**src/rtl/boot_seq_pkg.sv**
```systemverilog
// Shared definitions for the SoC boot sequencer: state register width and state encodings.
package boot_seq_pkg;

  localparam int STATE_W = 3;

  typedef logic [STATE_W-1:0] state_t;

  localparam logic [STATE_W-1:0] ST_WAIT_LOCK = 3'd0;
  localparam logic [STATE_W-1:0] ST_LOAD      = 3'd1;
  localparam logic [STATE_W-1:0] ST_HOLD      = 3'd2;
  localparam logic [STATE_W-1:0] ST_RUN       = 3'd3;
  localparam logic [STATE_W-1:0] ST_FAULT     = 3'd4;

endpackage

```
**src/rtl/soc_boot_sequencer_if.sv**
```systemverilog
// Bundle of PLL, ROM-loader, user-request and CPU-reset signals around the boot sequencer.
interface soc_boot_sequencer_if;
  import boot_seq_pkg::*;

  logic   pll_locked;
  logic   loader_run;
  logic   loader_done;
  logic   user_reset_req;
  logic   reload_req;
  logic   hack_reset;
  logic   ready;
  logic   error;
  state_t state_o;

  modport master (
    input  pll_locked, loader_done, user_reset_req, reload_req,
    output loader_run, hack_reset, ready, error, state_o
  );

  modport slave (
    output pll_locked, loader_done, user_reset_req, reload_req,
    input  loader_run, hack_reset, ready, error, state_o
  );

endinterface

```
**src/rtl/boot_seq_timer.sv**
```systemverilog
// Saturating clear/enable up-counter; tc flags the enabled cycle whose increment reaches MAX.
module boot_seq_timer #(
  parameter int MAX = 1
) (
  input  logic clk,
  input  logic reset,
  input  logic clr,
  input  logic en,
  output logic tc
);

  localparam int CW = $clog2(MAX + 1);

  logic [CW-1:0] cnt;

  always_ff @(posedge clk) begin
    if (reset || clr) begin
      cnt <= '0;
    end else if (en && (cnt != CW'(MAX))) begin
      cnt <= cnt + CW'(1);
    end
  end

  // Flag is raised one cycle early so the owner can change state on the same edge the count lands on MAX.
  assign tc = en && !clr && (cnt == CW'(MAX - 1));

endmodule

```
**src/rtl/soc_boot_sequencer.sv**
```systemverilog
// PLL-lock / ROM-load / CPU-reset sequencer for the Hack SoC.
// Optional feature macro: BOOT_SEQ_AUTO_RETRY_EN (automatic LOAD retries from FAULT).
module soc_boot_sequencer
  import boot_seq_pkg::*;
#(
  parameter int LOCK_STABLE_CYCLES  = 16,
  parameter int LOAD_TIMEOUT_CYCLES = 1048576,
  parameter int RESET_HOLD_CYCLES   = 8,
  parameter int MAX_RETRIES         = 3
) (
  input  logic                 clk,
  input  logic                 reset,
  soc_boot_sequencer_if.master bus
);

  if (LOCK_STABLE_CYCLES < 1 || LOAD_TIMEOUT_CYCLES < 2 ||
      RESET_HOLD_CYCLES < 1 || MAX_RETRIES < 0) begin : g_param_check
    $error("soc_boot_sequencer: illegal parameter value");
  end

  state_t state;
  state_t state_nxt;

  logic lock_clr;
  logic lock_tc;
  logic timeout_clr;
  logic timeout_tc;
  logic hold_clr;
  logic hold_tc;

  assign lock_clr    = (state != ST_WAIT_LOCK) || !bus.pll_locked;
  assign timeout_clr = (state != ST_LOAD);

`ifdef BOOT_SEQ_AUTO_RETRY_EN
  // The hold timer doubles as the retry back-off delay while in FAULT.
  assign hold_clr = !((state == ST_HOLD) || (state == ST_FAULT));
`else
  assign hold_clr = (state != ST_HOLD);
`endif

  boot_seq_timer #(.MAX(LOCK_STABLE_CYCLES)) u_lock_timer (
    .clk   (clk),
    .reset (reset),
    .clr   (lock_clr),
    .en    (bus.pll_locked),
    .tc    (lock_tc)
  );

  boot_seq_timer #(.MAX(LOAD_TIMEOUT_CYCLES)) u_timeout_timer (
    .clk   (clk),
    .reset (reset),
    .clr   (timeout_clr),
    .en    (1'b1),
    .tc    (timeout_tc)
  );

  boot_seq_timer #(.MAX(RESET_HOLD_CYCLES)) u_hold_timer (
    .clk   (clk),
    .reset (reset),
    .clr   (hold_clr),
    .en    (1'b1),
    .tc    (hold_tc)
  );

`ifdef BOOT_SEQ_AUTO_RETRY_EN
  localparam int RW = (MAX_RETRIES > 0) ? $clog2(MAX_RETRIES + 1) : 1;

  logic [RW-1:0] retry_cnt;
  logic          retry_ok;

  assign retry_ok = (retry_cnt < RW'(MAX_RETRIES));

  always_ff @(posedge clk) begin
    if (reset) begin
      retry_cnt <= '0;
    end else if ((state_nxt == ST_RUN) || (state_nxt == ST_WAIT_LOCK)) begin
      retry_cnt <= '0;
    end else if ((state == ST_FAULT) && bus.reload_req) begin
      retry_cnt <= '0;
    end else if ((state == ST_FAULT) && (state_nxt == ST_LOAD)) begin
      retry_cnt <= retry_cnt + RW'(1);
    end
  end
`endif

  // Lock loss overrides every other request outside WAIT_LOCK.
  always_comb begin
    state_nxt = state;
    if ((state != ST_WAIT_LOCK) && !bus.pll_locked) begin
      state_nxt = ST_WAIT_LOCK;
    end else begin
      case (state)
        ST_WAIT_LOCK: if (lock_tc)                       state_nxt = ST_LOAD;
        ST_LOAD:      if (bus.loader_done)               state_nxt = ST_HOLD;
                      else if (timeout_tc)               state_nxt = ST_FAULT;
        ST_HOLD:      if (hold_tc)                       state_nxt = ST_RUN;
        ST_RUN:       if (bus.reload_req)                state_nxt = ST_LOAD;
`ifdef BOOT_SEQ_AUTO_RETRY_EN
        ST_FAULT:     if (bus.reload_req)                state_nxt = ST_LOAD;
                      else if (hold_tc && retry_ok)      state_nxt = ST_LOAD;
`else
        ST_FAULT:     if (bus.reload_req)                state_nxt = ST_LOAD;
`endif
        default:                                         state_nxt = ST_WAIT_LOCK;
      endcase
    end
  end

  // Outputs are decoded from the next state so they switch on the same edge as state_o.
  always_ff @(posedge clk) begin
    if (reset) begin
      state          <= ST_WAIT_LOCK;
      bus.loader_run <= 1'b0;
      bus.hack_reset <= 1'b1;
      bus.ready      <= 1'b0;
      bus.error      <= 1'b0;
    end else begin
      state          <= state_nxt;
      bus.loader_run <= (state_nxt == ST_LOAD);
      bus.hack_reset <= (state_nxt == ST_RUN) ? bus.user_reset_req : 1'b1;
      bus.ready      <= (state_nxt == ST_RUN);
      bus.error      <= (state_nxt == ST_FAULT);
    end
  end

  assign bus.state_o = state;

endmodule

```
**src/flat_wrapper.sv**
```systemverilog
// flat-port wrapper written by rule: the top's interface ports become plain ports
module soc_boot_sequencer_flat import boot_seq_pkg::*;
#(
  parameter int LOCK_STABLE_CYCLES  = 16,
  parameter int LOAD_TIMEOUT_CYCLES = 1048576,
  parameter int RESET_HOLD_CYCLES   = 8,
  parameter int MAX_RETRIES         = 3
)
  (clk, reset, bus_pll_locked, bus_loader_done, bus_user_reset_req, bus_reload_req, bus_loader_run, bus_hack_reset, bus_ready, bus_error, bus_state_o);
  soc_boot_sequencer_if bus_i ();
  input  logic clk;
  input  logic reset;
  input wire logic [$bits(bus_i.pll_locked)-1:0] bus_pll_locked;
  input wire logic [$bits(bus_i.loader_done)-1:0] bus_loader_done;
  input wire logic [$bits(bus_i.user_reset_req)-1:0] bus_user_reset_req;
  input wire logic [$bits(bus_i.reload_req)-1:0] bus_reload_req;
  output wire logic [$bits(bus_i.loader_run)-1:0] bus_loader_run;
  output wire logic [$bits(bus_i.hack_reset)-1:0] bus_hack_reset;
  output wire logic [$bits(bus_i.ready)-1:0] bus_ready;
  output wire logic [$bits(bus_i.error)-1:0] bus_error;
  output wire logic [$bits(bus_i.state_o)-1:0] bus_state_o;
  assign bus_i.pll_locked = bus_pll_locked;
  assign bus_i.loader_done = bus_loader_done;
  assign bus_i.user_reset_req = bus_user_reset_req;
  assign bus_i.reload_req = bus_reload_req;
  assign bus_loader_run = bus_i.loader_run;
  assign bus_hack_reset = bus_i.hack_reset;
  assign bus_ready = bus_i.ready;
  assign bus_error = bus_i.error;
  assign bus_state_o = bus_i.state_o;
  soc_boot_sequencer #(.LOCK_STABLE_CYCLES(LOCK_STABLE_CYCLES), .LOAD_TIMEOUT_CYCLES(LOAD_TIMEOUT_CYCLES), .RESET_HOLD_CYCLES(RESET_HOLD_CYCLES), .MAX_RETRIES(MAX_RETRIES)) u_core (.clk(clk), .reset(reset), .bus(bus_i));
endmodule
```
**config.mk**
```make
export PLATFORM = sky130hd
export DESIGN_NAME = soc_boot_sequencer_flat
export DESIGN_NICKNAME = d
export VERILOG_FILES = /design/src/rtl/boot_seq_pkg.sv /design/src/rtl/soc_boot_sequencer_if.sv /design/src/rtl/boot_seq_timer.sv /design/src/rtl/soc_boot_sequencer.sv /design/src/flat_wrapper.sv
export SDC_FILE = /design/constraint.sdc
export NUM_CORES = 1
export LEC_CHECK = 0
export CORE_ASPECT_RATIO = 0.7
export CORE_MARGIN = 4
export CORE_UTILIZATION = 46
export CTS_CLUSTER_DIAMETER = 50
export CTS_CLUSTER_SIZE = 24
export DETAILED_ROUTE_END_ITERATION = 8
export PLACE_DENSITY = 0.65
export RECOVER_POWER = 25
export SYNTH_ARGS = -nofsm -noshare
export SYNTH_HDL_FRONTEND = slang
export SYNTH_SLANG_ARGS = --single-unit
```
**constraint.sdc**
```tcl
create_clock -name clk -period 4.55 [get_ports clk]
set_clock_uncertainty 0.1 [all_clocks]
set_input_delay 1.1375 -clock clk [delete_from_list [all_inputs] [get_ports clk]]
set_output_delay 1.1375 -clock clk [all_outputs]
set_load 0.02 [all_outputs]
```
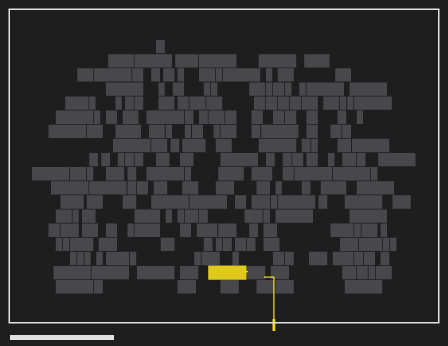
run_1/port_trees.png
Scale bar: 20 µm.
`bus_ready` -> yellow  # direction output, edge bottom, end cells 1, buffers 1, wire 11.3 µm
Top Ports: 13
Port Buffer Count: 12

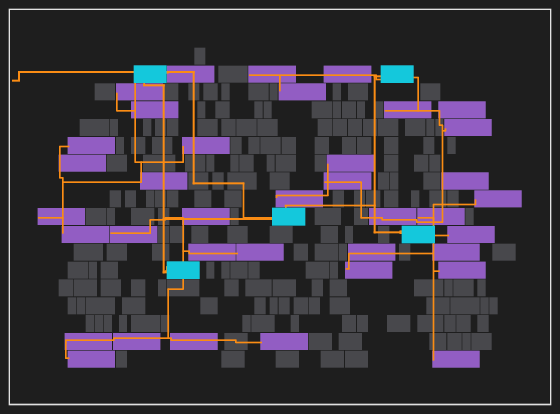
run_1/clock_wires.png
clock wires -> orange  # length 464 µm
clock-net drivers -> cyan  # count 5
flip-flops -> purple  # count 37
flops lie = spread over the die
routed clock nets = 6
Clock Power: 0.000248 W
Clk pwr share: 42.2%

==> metrics.yaml, run 1 <==
finish:
  flops: 37
  instances_no_fill: 267
  layout.nonclk_buf_share_pct: 5.893
  non_clock_buffer_count: 12
  antenna_cells: 0
  area_growth_pct: 14.24
  comb_share_pct: 47.88
logic_synthesis:
  edf_count: 0
  yosys_warnings: 0
  post_synth_ao_oa_area_fraction_pct: 11.22
  top_cells_by_count: "dfxtp_1 (37), nor2_1 (23), nand2_1 (13), a21oi_1 (12), xor2_1 (12)"
  yosysTopAreaCellShare_pct: 41.51
  logic_family: "simple AND/OR/NAND/NOR gates"
  ys.flops: 37
  topCellsByArea: "dfxtp_1 (42%), xor2_1 (5.9%), ha_1 (4.9%)"
die:
  die_x_um: 82.44
  die_h_um: 60.11
  die_area_um2: 4955
clock_tree:
  hold_buffers: 0
  cts_buffers: 5
worst_setup_path:
  cp-startpoint: "u_core.bus.state_o[2]$_SDFF_PP0_"
  path_delay_family: "buffers and inverters"
  startpoint_type: "flip-flop"
  critPathKind: "flip-flop to primary output"
  r2r_slack_ps: 2300
  crit_slowest_cell: "clkdlybuf4s50_1"
  crit_required_ps: 3310
  path_buffers: 1
global_routing:
  gr-usage-met1_pct: 19.42
  use_met2_pct: 26.60
  grt_usage_pct: 16.48
  grt_pass1_wl_um: 6030
  met3_usage_pct: 5.120
sta:
  period_minus_slack_ps: 2788
  slew_violations: 0
status:
  outcome: "finished clean"
routing:
  top_layer: "met4"
  drc: 0
pwr:
  comb_power_share_pct: 2.4
place:
  place.gp.congestion: 0.8432
min_path:
  min_path_cells: 2
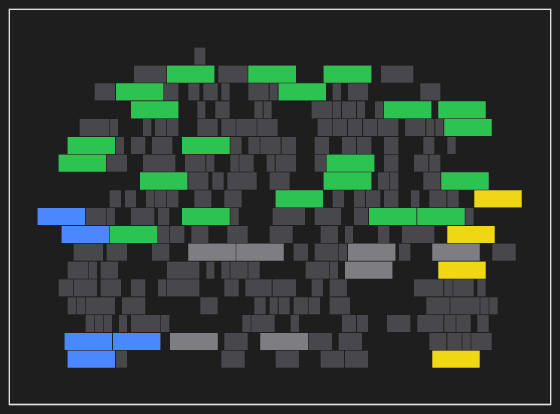
run_1/ff_map.png
Other sequential cells in the stronger grey, the rest of the logic in the fainter grey.
`u_core.u_hold_timer.cnt` -> yellow  # placed flops 4
`u_core.u_lock_timer.cnt` -> blue  # placed flops 5, where lower left
`u_core.u_timeout_timer.cnt` -> green  # placed flops 21
not coloured = 7
Seq/total area: 36.34%
register area: 740.7 µm²

--- run 2 (diff from run 1) ---
PLACE_DENSITY = 0.68   (was 0.65)
clock period = 2.2 ns   (was 4.55 ns; I/O delays follow)
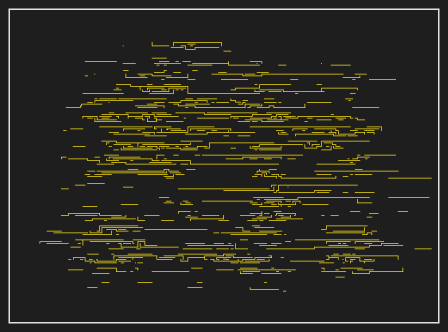
run_2/m1.png
nets with wire on the layer = 218
main direction = horizontal
longest straight run = 19.3 µm
share of all routed wire = 50%
wire length on this layer = 1830 µm
via count: 1529
total wire length: 3639 µm
met1 usage: 23.76%

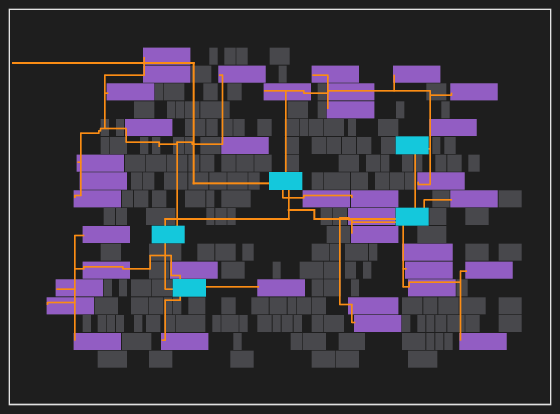
run_2/clock_wires.png
clock wires -> orange  # length 437 µm
clock-net drivers -> cyan  # count 5
flip-flops -> purple  # count 37
flops lie = spread over the die
routed clock nets = 6
Clock Power: 0.000464 W
Clk pwr share: 39.8%
clk_lat worst skew: 280 ps

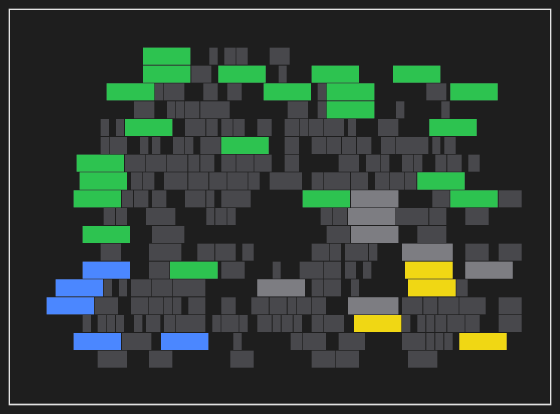
run_2/ff_map.png
Other sequential cells in the stronger grey, the rest of the logic in the fainter grey.
`u_core.u_hold_timer.cnt` -> yellow  # placed flops 4, where lower right
`u_core.u_timeout_timer.cnt` -> green  # placed flops 21
`u_core.u_lock_timer.cnt` -> blue  # placed flops 5, where lower left
not coloured = 7
Finished Core Util: 57.14%
register area: 743.2 µm²
Seq/total area: 35.87%
P_seq: 0.000674 W

==> run 2 against run 1 <==
  * Wire length is 1.4% higher
  * Core utilization rose by 0.93 points
  * Combinational power is 120% higher
  * Sequential cell count is the same
  * Total power grew 99%
  * First-iteration DRC count grew 94%
  * Sequential share of layout area shrank 0.47 points
  * Critical endpoint is now bus_state_o[1]
  * Largest power group unchanged
==> metrics.yaml, run 2 <==
status:
  outcome: "finished clean"
die:
  io_pins: 13  # unchanged
  die_area_um2: 4955  # unchanged
  die_x_um: 82.44  # unchanged
  fp_util_pct: 49.21
  coreArea_um2: 3626
  die_h_um: 60.11  # unchanged
logic_synthesis:
  synthArstFlopShare_pct: 0
  ys.flops: 37  # unchanged
  syn_inst: 204
  edf_count: 0  # unchanged
  ys_chip_area_um2: 1784
  xor_area_share_pct: 8.345
  yosys_warnings: 0  # unchanged
  yosysTopAreaCellShare_pct: 41.51  # unchanged
  ys_sh_simple_pct: 29.10
  post_synth_ao_oa_area_fraction_pct: 11.22  # unchanged
  largest_area_cell: "dfxtp_1"
  logic_family: "simple AND/OR/NAND/NOR gates"
  synth_dominant_cell_count: "dfxtp_1"
  syn-num-nets: 217
  topCellsByArea: "dfxtp_1 (42%), xor2_1 (5.9%), ha_1 (4.9%)"
  top_cells_by_count: "dfxtp_1 (37), nor2_1 (23), nand2_1 (13), a21oi_1 (12), xor2_1 (12)"
finish:
  lay_top_count: "dfxtp_1"
  flops: 37  # unchanged
  comb_share_pct: 47.10  # -0.78 points
  most-common-layout-cells: "dfxtp_1 (35), nor2_1 (23), nand2_1 (13)"
  antenna_cells: 0  # unchanged
  num-clock-buffers: 7
  comb_cells: 150
  layout.nonclk_buf_share_pct: 8.031  # +2.1 points
  logic_area_um2: 975.9
  fin_area_um2: 2072
  clock_cell_area_share_pct: 4.167
  area_growth_pct: 16.13
  instances_no_fill: 273  # +2.2%
  non_clock_buffer_count: 19  # +7
place:
  place.gp.congestion: 0.8146  # -3.4%
  dp_hpwl_um: 2717
  placed_cells: 266
  portBuffers: 12  # unchanged
  placed_area_um2: 1989
global_routing:
  first_global_vias: 1392
  grt-ovfl-total: 0
  met3_usage_pct: 4.669  # -0.45 points
  use_met2_pct: 24.43  # -2.2 points
  top_usage_layer: "met2"
  grt_max_degree: 21
  grt_usage_pct: 16.68  # +0.20 points
  grt_pass1_wl_um: 6285  # +4.2%
worst_setup_path:
  path_buffers: 1  # unchanged
  critPathKind: "flip-flop to primary output"
  r2r_slack_ps: 130  # -2170 ps
  crit_arrival_ps: 1470
  path_delay_family: "buffers and inverters"
  crit_path_end_kind: "primary output"
  crit_slowest_cell: "clkdlybuf4s50_1"
  cp-startpoint: "u_core.bus.state_o[1]$_SDFF_PP0_"
  startpoint_type: "flip-flop"
  reg2reg_from: "u_core.u_timeout_timer.cnt[0]$_SDFFE_PP0P_"
  crit_required_ps: 1550  # -1760 ps
clock_tree:
  hold_buffers: 0  # unchanged
  clockRootBuffer: "clkbuf_8"
  cts_buffers: 5  # unchanged
  cts_setup_buffers: 0
  cts_sinks: 37
sta:
  setup_viol: 0
  hold_viol_final: 0
  fmax_ghz: 0.4708
  fin_ws_ps: 75.83
  slew_violations: 0  # unchanged
  worstMarginPinSlew_ps: 519.2
  fin_tns_setup_ps: 0
  slew_headroom_pct: 65.09
  period_minus_slack_ps: 2124
pwr:
  power_leader: "sequential cells"
  p_total_w: 0.001168
  irDropWorstVdd_uv: 339.0
  p_comb_w: 0.0000299
  comb_power_share_pct: 2.6  # +0.2 points
  powerDensity_nw_per_um2: 563.6
job:
  maxCapViolCount: 0
  openroad.warnings: 29
routing:
  firstDrtPassIters: 5
  drc: 0  # unchanged
  top_layer: "met4"
  m1WireLength_um: 1828
  wire_per_inst_um: 13.33
min_path:
  min_path_cells: 2  # unchanged
--- run 3 (diff from run 2) ---
CAP_MARGIN = 20   (was unset)
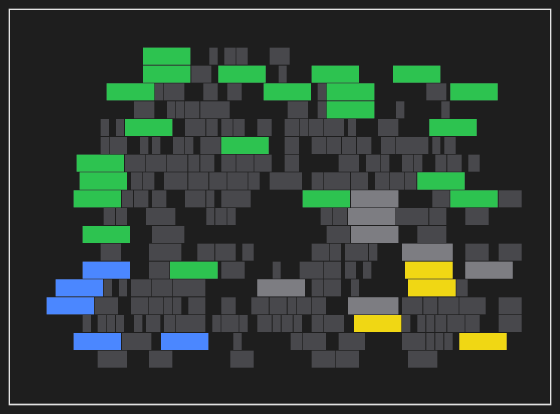
run_3/ff_map.png
Other sequential cells in the stronger grey, the rest of the logic in the fainter grey.
`u_core.u_timeout_timer.cnt` -> green  # placed flops 21
`u_core.u_hold_timer.cnt` -> yellow  # placed flops 4, where lower right
`u_core.u_lock_timer.cnt` -> blue  # placed flops 5, where lower left

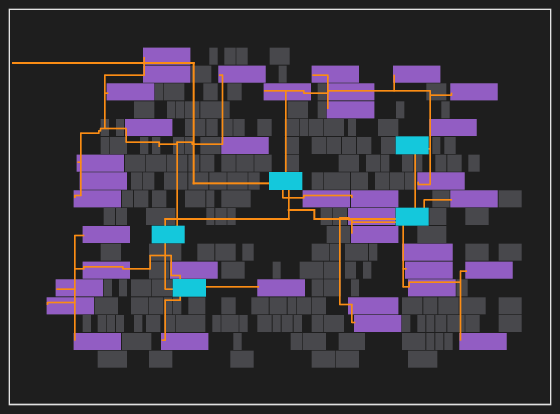
run_3/clock_wires.png
clock-net drivers -> cyan  # count 5
clock wires -> orange  # length 437 µm
flip-flops -> purple  # count 37
flops lie = spread over the die
routed clock nets = 6

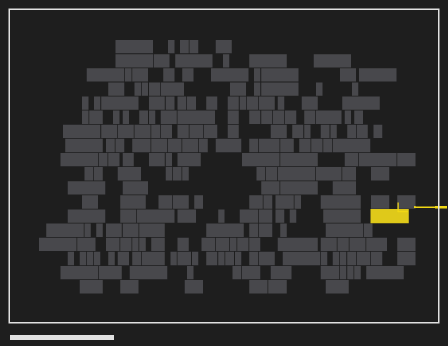
run_3/port_trees.png
Scale bar: 20 µm.
`bus_ready` -> yellow  # direction output, edge right, end cells 1, buffers 1, wire 7.80 µm

==> run 3 against run 2 <==
  * Wire length unchanged
  * Maximum frequency is the same
  * Die size unchanged
  * Critical path depth unchanged
  * Non-clock buffer count did not move
==> metrics.yaml, run 3 <==
finish:
  layout.nonclk_buf_share_pct: 8.031  # unchanged
  comb_share_pct: 47.10  # unchanged
  fin_area_um2: 2072  # unchanged
  comb_cells: 150  # unchanged
  instances_no_fill: 273  # unchanged
  ff_latch_area_um2: 743.2  # unchanged
die:
  fp_util_pct: 49.21  # unchanged
logic_synthesis:
  yosys_warnings: 0  # unchanged
  ys_chip_area_um2: 1784  # unchanged
  largest_area_cell: "dfxtp_1"
  post_synth_ao_oa_area_fraction_pct: 11.22  # unchanged
  yosysTopAreaCellShare_pct: 41.51  # unchanged
  syn-num-nets: 217  # unchanged
pwr:
  irDropWorstVdd_uv: 339.0  # unchanged
  pg_clk_w: 0.000464  # about the same
  p_seq_w: 0.000674  # about the same
  comb_power_share_pct: 2.6  # about the same
worst_setup_path:
  startpoint_type: "flip-flop"
  crit_arrival_ps: 1470  # about the same
  crit_path_end_kind: "primary output"
  path_delay_family: "buffers and inverters"
  reg2reg_from: "u_core.u_timeout_timer.cnt[0]$_SDFFE_PP0P_"
sta:
  period_minus_slack_ps: 2124  # unchanged
  slew_headroom_pct: 65.09  # unchanged
  worstMarginPinSlew_ps: 519.2  # unchanged
global_routing:
  first_global_vias: 1392  # unchanged
  grt-ovfl-total: 0  # unchanged
  grt_pass1_wl_um: 6285  # unchanged
clock_tree:
  hold_buffers: 0  # unchanged
  clockRootBuffer: "clkbuf_8"
  cts_setup_buffers: 0  # unchanged
routing:
  m1WireLength_um: 1828  # unchanged
  top_layer: "met4"
place:
  place.gp.congestion: 0.8146  # unchanged
  placed_cells: 266  # unchanged
status:
  outcome: "finished clean"
Power is estimated from default activity; no workload was simulated.
